`src/rtl/ctrl_decode_pipe_if.sv`:
```
// Front-end to ID/EX control interface: instruction fields plus pipeline
// controls in, the registered datapath control bundle out.
interface ctrl_decode_pipe_if #(
  parameter int unsigned ALU_OP_W = 3
);
  logic                valid_in;
  logic [6:0]          opcode;
  logic [2:0]          fun_3;
  logic [6:0]          fun_7;
  logic                stall_in;
  logic                flush_in;

  logic                valid_out;
  logic                d_mem_r;
  logic                d_mem_w;
  logic                jump;
  logic                branch;
  logic                wrten_reg;
  logic                mux_complmnt;
  logic                mux_inp_1;
  logic                mux_inp_2;
  logic                mux_d_mem;
  logic [1:0]          mux_result;
  logic [2:0]          mux_wire_module;
  logic [ALU_OP_W-1:0] alu_op;
  logic                md_en;
  logic [2:0]          md_op;
  logic                illegal_out;
  logic                stall_req;

  modport master (
    output valid_in, opcode, fun_3, fun_7, stall_in, flush_in,
    input  valid_out, d_mem_r, d_mem_w, jump, branch, wrten_reg,
           mux_complmnt, mux_inp_1, mux_inp_2, mux_d_mem, mux_result,
           mux_wire_module, alu_op, md_en, md_op, illegal_out, stall_req
  );

  modport slave (
    input  valid_in, opcode, fun_3, fun_7, stall_in, flush_in,
    output valid_out, d_mem_r, d_mem_w, jump, branch, wrten_reg,
           mux_complmnt, mux_inp_1, mux_inp_2, mux_d_mem, mux_result,
           mux_wire_module, alu_op, md_en, md_op, illegal_out, stall_req
  );
endinterface

```
`src/rtl/ctrl_decode_pipe.sv`:
```
// RV32I(M) control decoder feeding the ID/EX register, with stall/flush and
// a multi-cycle MUL/DIV hold that back-pressures the front end.
module ctrl_decode_pipe #(
  parameter int unsigned ALU_OP_W   = 3,
  parameter bit          ENABLE_M   = 1'b1,
  parameter int unsigned MD_LATENCY = 4
) (
  input logic          clk,
  input logic          reset_n,
  ctrl_decode_pipe_if.slave bus
);
  localparam logic [6:0] OPC_LUI    = 7'b0110111;
  localparam logic [6:0] OPC_AUIPC  = 7'b0010111;
  localparam logic [6:0] OPC_JAL    = 7'b1101111;
  localparam logic [6:0] OPC_JALR   = 7'b1100111;
  localparam logic [6:0] OPC_BRANCH = 7'b1100011;
  localparam logic [6:0] OPC_LOAD   = 7'b0000011;
  localparam logic [6:0] OPC_STORE  = 7'b0100011;
  localparam logic [6:0] OPC_OPIMM  = 7'b0010011;
  localparam logic [6:0] OPC_OP     = 7'b0110011;

  typedef enum logic {RUN, MD_WAIT} state_t;

  typedef struct packed {
    logic                d_mem_r;
    logic                d_mem_w;
    logic                jump;
    logic                branch;
    logic                wrten_reg;
    logic                mux_complmnt;
    logic                mux_inp_1;
    logic                mux_inp_2;
    logic                mux_d_mem;
    logic [1:0]          mux_result;
    logic [2:0]          mux_wire_module;
    logic [ALU_OP_W-1:0] alu_op;
    logic                md_en;
    logic [2:0]          md_op;
  } ctrl_t;

  state_t     state_q, state_d;
  logic [3:0] cnt_q, cnt_d;
  ctrl_t      ctrl_q, ctrl_d, dec;
  logic       valid_q, valid_d, illegal_q, illegal_d;
  logic       dec_ok;
  logic [3:0] alu4;

  always_comb begin
    dec    = '0;
    dec_ok = 1'b1;
    alu4   = '0;
    case (bus.opcode)
      OPC_LUI: begin
        dec.wrten_reg = 1'b1; dec.mux_d_mem = 1'b1;
        dec.mux_result = 2'd1; dec.mux_wire_module = 3'd3;
      end
      OPC_AUIPC: begin
        dec.wrten_reg = 1'b1; dec.mux_d_mem = 1'b1; dec.mux_result = 2'd2;
        dec.mux_inp_2 = 1'b1; dec.mux_inp_1 = 1'b1; dec.mux_wire_module = 3'd3;
      end
      OPC_JAL: begin
        dec.jump = 1'b1; dec.wrten_reg = 1'b1; dec.mux_d_mem = 1'b1; dec.mux_result = 2'd3;
        dec.mux_inp_2 = 1'b1; dec.mux_inp_1 = 1'b1; dec.mux_wire_module = 3'd1;
      end
      OPC_JALR: begin
        dec.jump = 1'b1; dec.wrten_reg = 1'b1; dec.mux_d_mem = 1'b1; dec.mux_result = 2'd3;
        dec.mux_inp_2 = 1'b1; dec.mux_wire_module = 3'd4;
      end
      OPC_BRANCH: begin
        dec.branch = 1'b1; dec.mux_complmnt = 1'b1;
      end
      OPC_LOAD: begin
        dec.d_mem_r = 1'b1; dec.wrten_reg = 1'b1; dec.mux_result = 2'd2;
        dec.mux_inp_2 = 1'b1; dec.mux_wire_module = 3'd4;
      end
      OPC_STORE: begin
        dec.d_mem_w = 1'b1; dec.mux_result = 2'd2;
        dec.mux_inp_2 = 1'b1; dec.mux_wire_module = 3'd2;
      end
      OPC_OPIMM: begin
        dec.wrten_reg = 1'b1; dec.mux_d_mem = 1'b1; dec.mux_result = 2'd2;
        dec.mux_inp_2 = 1'b1; dec.mux_wire_module = 3'd4;
        alu4 = {bus.fun_7[5] & (bus.fun_3 == 3'b101), bus.fun_3};
      end
      OPC_OP: begin
        dec.wrten_reg = 1'b1; dec.mux_d_mem = 1'b1; dec.mux_result = 2'd2;
        alu4 = {1'b0, bus.fun_3};
        if (bus.fun_7 == 7'b0000000 || bus.fun_7 == 7'b0100000) begin
          dec.mux_complmnt = bus.fun_7[5];
          alu4[3]          = bus.fun_7[5];
        end else if (bus.fun_7 == 7'b0000001 && ENABLE_M) begin
          dec.md_en = 1'b1;
          dec.md_op = bus.fun_3;
        end else begin
          dec_ok = 1'b0;
        end
      end
      default: dec_ok = 1'b0;
    endcase
    // The funct7[5] extension bit only survives when alu_op is wider than 3.
    dec.alu_op = ALU_OP_W'(alu4);
  end

  always_comb begin
    state_d   = state_q;
    cnt_d     = cnt_q;
    ctrl_d    = ctrl_q;
    valid_d   = valid_q;
    illegal_d = 1'b0;
    if (bus.flush_in) begin
      state_d = RUN;
      cnt_d   = '0;
      ctrl_d  = '0;
      valid_d = 1'b0;
    end else if (bus.stall_in) begin
      illegal_d = 1'b0;
    end else if (state_q == MD_WAIT) begin
      cnt_d = cnt_q - 4'd1;
      if (cnt_q == 4'd1) begin
        state_d          = RUN;
        ctrl_d.wrten_reg = 1'b1;
      end
    end else if (bus.valid_in && dec_ok) begin
      ctrl_d  = dec;
      valid_d = 1'b1;
      // Result write-back is deferred until the MUL/DIV countdown expires.
      if (dec.md_en && MD_LATENCY > 1) begin
        state_d          = MD_WAIT;
        cnt_d            = 4'(MD_LATENCY - 1);
        ctrl_d.wrten_reg = 1'b0;
      end
    end else begin
      ctrl_d    = '0;
      valid_d   = 1'b0;
      illegal_d = bus.valid_in;
    end
  end

  always_ff @(posedge clk or negedge reset_n) begin
    if (!reset_n) begin
      state_q   <= RUN;
      cnt_q     <= '0;
      ctrl_q    <= '0;
      valid_q   <= 1'b0;
      illegal_q <= 1'b0;
    end else begin
      state_q   <= state_d;
      cnt_q     <= cnt_d;
      ctrl_q    <= ctrl_d;
      valid_q   <= valid_d;
      illegal_q <= illegal_d;
    end
  end

  assign bus.valid_out       = valid_q;
  assign bus.d_mem_r         = ctrl_q.d_mem_r;
  assign bus.d_mem_w         = ctrl_q.d_mem_w;
  assign bus.jump            = ctrl_q.jump;
  assign bus.branch          = ctrl_q.branch;
  assign bus.wrten_reg       = ctrl_q.wrten_reg;
  assign bus.mux_complmnt    = ctrl_q.mux_complmnt;
  assign bus.mux_inp_1       = ctrl_q.mux_inp_1;
  assign bus.mux_inp_2       = ctrl_q.mux_inp_2;
  assign bus.mux_d_mem       = ctrl_q.mux_d_mem;
  assign bus.mux_result      = ctrl_q.mux_result;
  assign bus.mux_wire_module = ctrl_q.mux_wire_module;
  assign bus.alu_op          = ctrl_q.alu_op;
  assign bus.md_en           = ctrl_q.md_en;
  assign bus.md_op           = ctrl_q.md_op;
  assign bus.illegal_out     = illegal_q;
  assign bus.stall_req       = (state_q == MD_WAIT);
endmodule

```
`src/flat_wrapper.sv`:
```
// flat-port wrapper written by rule: the top's interface ports become plain ports
module ctrl_decode_pipe_flat 
#(
  parameter int unsigned ALU_OP_W   = 3,
  parameter bit          ENABLE_M   = 1'b1,
  parameter int unsigned MD_LATENCY = 4
)
  (clk, reset_n, bus_valid_in, bus_opcode, bus_fun_3, bus_fun_7, bus_stall_in, bus_flush_in, bus_valid_out, bus_d_mem_r, bus_d_mem_w, bus_jump, bus_branch, bus_wrten_reg, bus_mux_complmnt, bus_mux_inp_1, bus_mux_inp_2, bus_mux_d_mem, bus_mux_result, bus_mux_wire_module, bus_alu_op, bus_md_en, bus_md_op, bus_illegal_out, bus_stall_req);
  ctrl_decode_pipe_if #(.ALU_OP_W(ALU_OP_W)) bus_i ();
  input logic clk;
  input logic reset_n;
  input wire logic [$bits(bus_i.valid_in)-1:0] bus_valid_in;
  input wire logic [$bits(bus_i.opcode)-1:0] bus_opcode;
  input wire logic [$bits(bus_i.fun_3)-1:0] bus_fun_3;
  input wire logic [$bits(bus_i.fun_7)-1:0] bus_fun_7;
  input wire logic [$bits(bus_i.stall_in)-1:0] bus_stall_in;
  input wire logic [$bits(bus_i.flush_in)-1:0] bus_flush_in;
  output wire logic [$bits(bus_i.valid_out)-1:0] bus_valid_out;
  output wire logic [$bits(bus_i.d_mem_r)-1:0] bus_d_mem_r;
  output wire logic [$bits(bus_i.d_mem_w)-1:0] bus_d_mem_w;
  output wire logic [$bits(bus_i.jump)-1:0] bus_jump;
  output wire logic [$bits(bus_i.branch)-1:0] bus_branch;
  output wire logic [$bits(bus_i.wrten_reg)-1:0] bus_wrten_reg;
  output wire logic [$bits(bus_i.mux_complmnt)-1:0] bus_mux_complmnt;
  output wire logic [$bits(bus_i.mux_inp_1)-1:0] bus_mux_inp_1;
  output wire logic [$bits(bus_i.mux_inp_2)-1:0] bus_mux_inp_2;
  output wire logic [$bits(bus_i.mux_d_mem)-1:0] bus_mux_d_mem;
  output wire logic [$bits(bus_i.mux_result)-1:0] bus_mux_result;
  output wire logic [$bits(bus_i.mux_wire_module)-1:0] bus_mux_wire_module;
  output wire logic [$bits(bus_i.alu_op)-1:0] bus_alu_op;
  output wire logic [$bits(bus_i.md_en)-1:0] bus_md_en;
  output wire logic [$bits(bus_i.md_op)-1:0] bus_md_op;
  output wire logic [$bits(bus_i.illegal_out)-1:0] bus_illegal_out;
  output wire logic [$bits(bus_i.stall_req)-1:0] bus_stall_req;
  assign bus_i.valid_in = bus_valid_in;
  assign bus_i.opcode = bus_opcode;
  assign bus_i.fun_3 = bus_fun_3;
  assign bus_i.fun_7 = bus_fun_7;
  assign bus_i.stall_in = bus_stall_in;
  assign bus_i.flush_in = bus_flush_in;
  assign bus_valid_out = bus_i.valid_out;
  assign bus_d_mem_r = bus_i.d_mem_r;
  assign bus_d_mem_w = bus_i.d_mem_w;
  assign bus_jump = bus_i.jump;
  assign bus_branch = bus_i.branch;
  assign bus_wrten_reg = bus_i.wrten_reg;
  assign bus_mux_complmnt = bus_i.mux_complmnt;
  assign bus_mux_inp_1 = bus_i.mux_inp_1;
  assign bus_mux_inp_2 = bus_i.mux_inp_2;
  assign bus_mux_d_mem = bus_i.mux_d_mem;
  assign bus_mux_result = bus_i.mux_result;
  assign bus_mux_wire_module = bus_i.mux_wire_module;
  assign bus_alu_op = bus_i.alu_op;
  assign bus_md_en = bus_i.md_en;
  assign bus_md_op = bus_i.md_op;
  assign bus_illegal_out = bus_i.illegal_out;
  assign bus_stall_req = bus_i.stall_req;
  ctrl_decode_pipe #(.ALU_OP_W(ALU_OP_W), .ENABLE_M(ENABLE_M), .MD_LATENCY(MD_LATENCY)) u_core (.clk(clk), .reset_n(reset_n), .bus(bus_i));
endmodule
```
`config.mk`:
```
export PLATFORM = sky130hd
export DESIGN_NAME = ctrl_decode_pipe_flat
export DESIGN_NICKNAME = d
export VERILOG_FILES = /design/src/rtl/ctrl_decode_pipe_if.sv /design/src/rtl/ctrl_decode_pipe.sv /design/src/flat_wrapper.sv
export SDC_FILE = /design/constraint.sdc
export NUM_CORES = 1
export LEC_CHECK = 0
export CORE_AREA = 2 2 63 65
export CTS_BUF_LIST = sky130_fd_sc_hd__clkbuf_8
export DETAILED_ROUTE_END_ITERATION = 12
export DIE_AREA = 0 0 65 67
export GPL_ROUTABILITY_DRIVEN = 0
export GPL_TIMING_DRIVEN = 0
export PLACE_DENSITY = 0.69
export SLEW_MARGIN = 20
export SYNTH_ARGS = -nofsm -noshare
export SYNTH_HDL_FRONTEND = slang
export SYNTH_SLANG_ARGS = --single-unit
export TNS_END_PERCENT = 1
```
`constraint.sdc`:
```
create_clock -name clk -period 3.4 [get_ports clk]
set_clock_uncertainty 0.2 [all_clocks]
set_input_delay 0.68 -clock clk [delete_from_list [all_inputs] [get_ports clk]]
set_output_delay 0.68 -clock clk [all_outputs]
set_load 0.02 [all_outputs]
```
Fig. 1: local utilization
Drawn at 6 px/um. The die is cut into 6 by 7 equal tiles; white is low, dark blue is high, 0 to 100% covered.
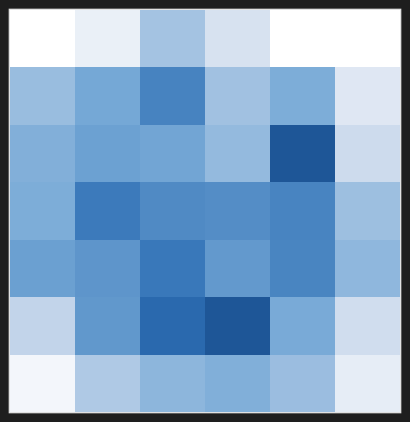
mean over tiles = 43%
nearly empty tiles = 7.1%
emptiest ninth of the die = upper right
Final Util: 53.92%
Core Region: 0.003606 sq mm
Starting Density: 39.21%

Fig. 2: floorplan with the power grid
Drawn at 6 px/um. Pins as bars on the die edge. Tap cells in grey.
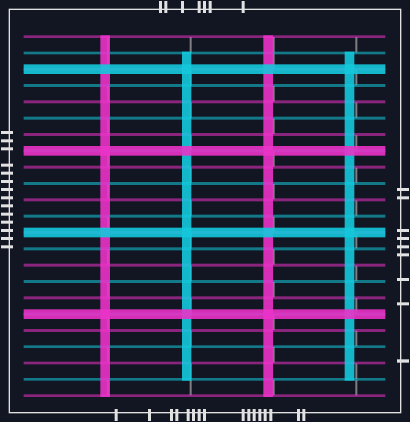
cyan -> VDD
magenta -> VSS
met1 rails = 23
signal pins = 46
tap cells = 48
met5 straps = 4
rows = 22
worst vdd ir: 0.0002051 V
die span in y: 67 um
Die X-Extent: 65 um

Fig. 3: the clock network
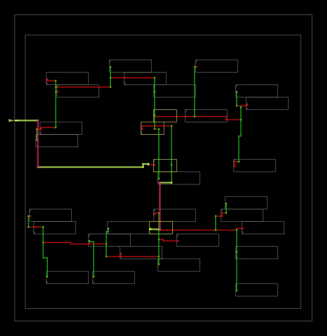
clk ins delay skew pair: 270 ps
number of sequential cells: 28
clock buf count: 4
clock sinks: 28

Fig. 4: metal layers overlaid
Drawn at 8 px/um.
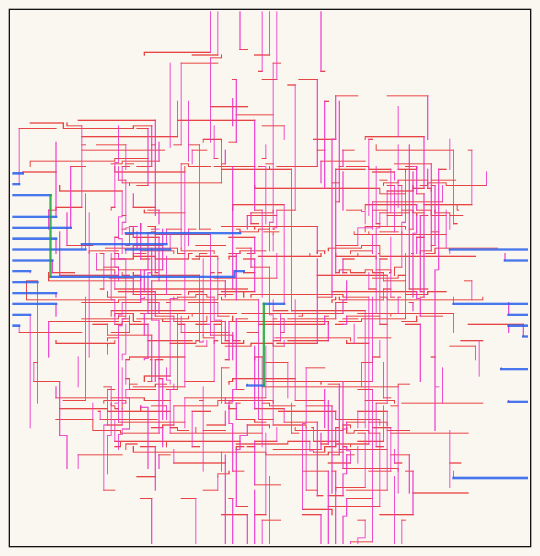
blue -> met3  # wire length 157 um
red -> met1  # wire length 1,620 um
magenta -> met2  # wire length 1,800 um
green -> met4  # wire length 20.4 um
all-layer global routing usage: 17.88%
Vias: 1,370
total wire length: 3.594 mm
wire per inst: 14.15 um

Fig. 5: register map, names as in the netlist
Drawn at 8 px/um.
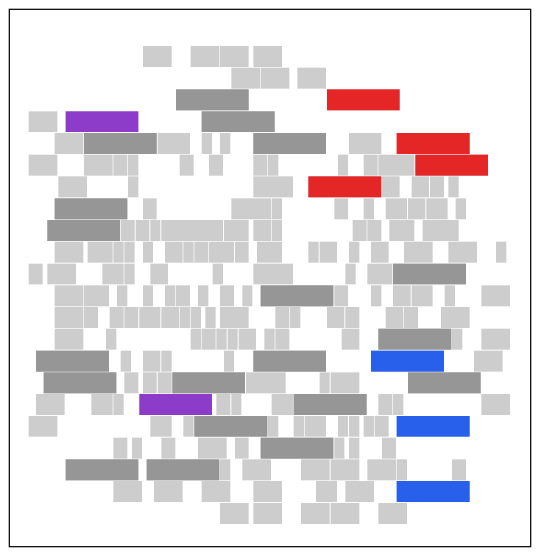
red -> u_core.cnt_q  # placed flops 4, where upper right
purple -> u_core.bus.mux_result  # placed flops 2
blue -> u_core.bus.md_op  # placed flops 3
sequential cell area share: 36.04%
register area: 700.7 sq um
sequential power: 0.334 mW

==> Changelog: implementation <==
## Implementation

- Layout area overhead: 37.52%
- Type of origin of the critical path: input pin
- Leak: 0.7846 nW
- Final Cycle Share: 78.06%
- Final ANT Viol Nets: 0
- Power Dens Cells: ~310 mW/mm^2
- GR Util met3: under 10%
- Antenna diodes: 0
- Worst Setup EP: u_core.bus.alu_op[2]$_DFFE_PN0P_
- Worst-margin pin slew: 708.9 ps
- First-pass GRT wire length: 6.023 mm
- PortBufs: about 42
- Top logic cell by instance count in the layout: clkdlybuf4s50_1
- Max-Slew Margin vs Limit: between 50% and 60%
- H-Tree Depth: 1
- Ys async rst share: 100.0%
- Layout cells sized above 1: 5.825%
- Most frequent cells in the layout: 41 x clkdlybuf4s50_1, 38 x nand2_1, 28 x dfrtp_1
- Number of global-route vias before repair: 1,303
- CTS Buffer Depth: 2
- Vias per cell: between 5 and 6
- Placed Cells: roughly 250
- Register with the most flip-flops: u_core.cnt_q
- Yosys stat chip area: between 0.001 and 0.0015 sq mm
- Cell count after synthesis: between 150 and 200
- Unrepaired setup endpoints after global routing: false
- Largest register FFs: 4
- Worst setup path start: bus_opcode[6]
- DPL Wire Length: between 2 and 3 mm
- Setup TNS: 0 ps
- Worst r2r src: u_core.bus.stall_req$_DFFE_PN0P_
- Yosys Instances: between 150 and 200
- CTS tree: built
- Starting DRT DRC Count: between 60 and 70
- Unique cell types: 33
- Flops after synth: 28
- CP Capture Type: flip-flop
- Site Rows: 22
- Num CTS Buffers: 3
- Critical Path Slowest Stage Cell: clkdlybuf4s50_1
- Die Area: about 0.0044 sq mm
- Worst R2R Setup Slack: roughly 1300 ps
- Post-synth seq share: between 40 and 50%
- Ports: between 40 and 50
- Final hold violations: 0
- Worst path required time: between 3000 and 4000 ps
- Crit-path max FO: 8
- Max_cap viols: 0
- WS Path Type: input pin to flip-flop
- Count of library flops with an enable pin: 0
- Met1 usage: between 20% and 30%
- Post-CTS Hold Buffers: 0
- Critical R2R Capture: u_core.bus.d_mem_r$_DFFE_PN0P_
- Crit-path max cell delay: 550 ps
- Fmax: 376.8 MHz
- Post-CTS sizing: 0
- Met2 GRT Util: about 30%
- # setup viols final: 0
- Max-slew violations: 0
- Post-route insts no fill: between 200 and 300
- Commonest flop: dfrtp_1
- Data arrival, critical path: ~2600 ps
- Critical path, cell by cell: clkdlybuf4s50_1, nor2_1, nand2_1, a311oi_1, a21oi_1, o31ai_1
- Grt total ovfl: 0
- Status: finished, final reports clean
- Residual DRC: 0
- Ys Warns: 0
- Worst-path clk slew: around 90 ps
- Place WS: slightly below 500 ps
- Initial antenna violation count: 0
- Hold crit path type: input pin to async pin
- Post-Synthesis Cell Area: approximately 0.0014 sq mm
-- worst max-delay path: cells and delay by family --
family,cells,cell delay (ps)
and+or+nand+nor,2,610
AOI/OAI and AO/OA,3,780
buffers and inverters,1,550
-- synthesized netlist by cell type, drive strengths merged (2+ instances only) --
master   n  area, sq um
or3      3        18.77
nor4     2        27.53
nand2b   4        25.02
nand2   38        142.6
o31ai    6        45.04
o41ai    2        17.52
buf      2        10.01
inv      4        15.01
ha       2        25.02
nor3     3        15.01
nor2     8        30.03
and2     2        12.51
o21ai   20        100.1
a31oi    3        18.77
nor4b    2        17.52
a21oi    9        45.04
dfrtp   28        700.7
nand3    2        10.01
clkbuf   7        26.28
-- logic make-up (layout without fill, tap and decap cells) --
logic type	Yosys count	after routing	share of synthesized area (%)
AND/OR/NAND/NOR	69	69	23.98
adder cells (fa/ha/maj)	2	2	1.770
multiplexers	1	1	0.7964
flip-flops	28	28	49.56
buffers and inverters	13	59	3.628
AND-OR/OR-AND	47	47	20.27
-- layer usage --
metal	up-vias	part of all wire, %
li1	656	-
met1	678	45
met2	32	50
met3	4	4.4
met4	0	0.56
met5	-	0
-- area by class of cell --
class,count,area [sq um]
Buffer,9,36.28
Sequential cell,28,700.7
Clock buffer,4,55.05
Timing Repair Buffer,42,415.4
Multi-Input combinational cell,119,661.9
Tap cell,48,60.06
Fill cell,347,1662
Inverter,4,15.01
-- where the power goes --
part | internal (mW) | switching, mW | total, mW
clock network | 0.104 | 0.0993 | 0.203
logic | 0.0311 | 0.0420 | 0.0731
registers | 0.334 | 0.000381 | 0.334
-- through the flow --
stage,utilization [%],cell area [sq um],hold WS [ps],total power [mW]
after global routing,53.92,1944,254.2,0.6387
final,53.92,1944,204.6,0.6100
after CTS,53.92,1944,233.6,0.6156
after detailed placement,52.39,1889,270.6,0.4136
after global placement,52.53,1894,262.3,0.4133
after floorplan,-,1414,184.4,0.3722
-- how the worst min path moves through the flow --
stage | from | endpoint | slack (ps) | depth (start not counted)
6_report | reset_n | u_core.bus.md_op[1]$_DFFE_PN0P_ | 200 | 1
5_1_grt | reset_n | u_core.bus.md_en$_DFFE_PN0P_ | 250 | 1
4_1_cts | reset_n | u_core.bus.md_en$_DFFE_PN0P_ | 230 | 1
3_5_place_dp | u_core.bus.mux_result[1]$_DFFE_PN0P_ | u_core.bus.mux_result[1]$_DFFE_PN0P_ | 270 | 2
3_3_place_gp | u_core.bus.md_en$_DFFE_PN0P_ | u_core.bus.md_en$_DFFE_PN0P_ | 260 | 2
2_1_floorplan | reset_n | u_core.bus.alu_op[0]$_DFFE_PN0P_ | 180 | 0
Power is estimated from default activity; no workload was simulated.
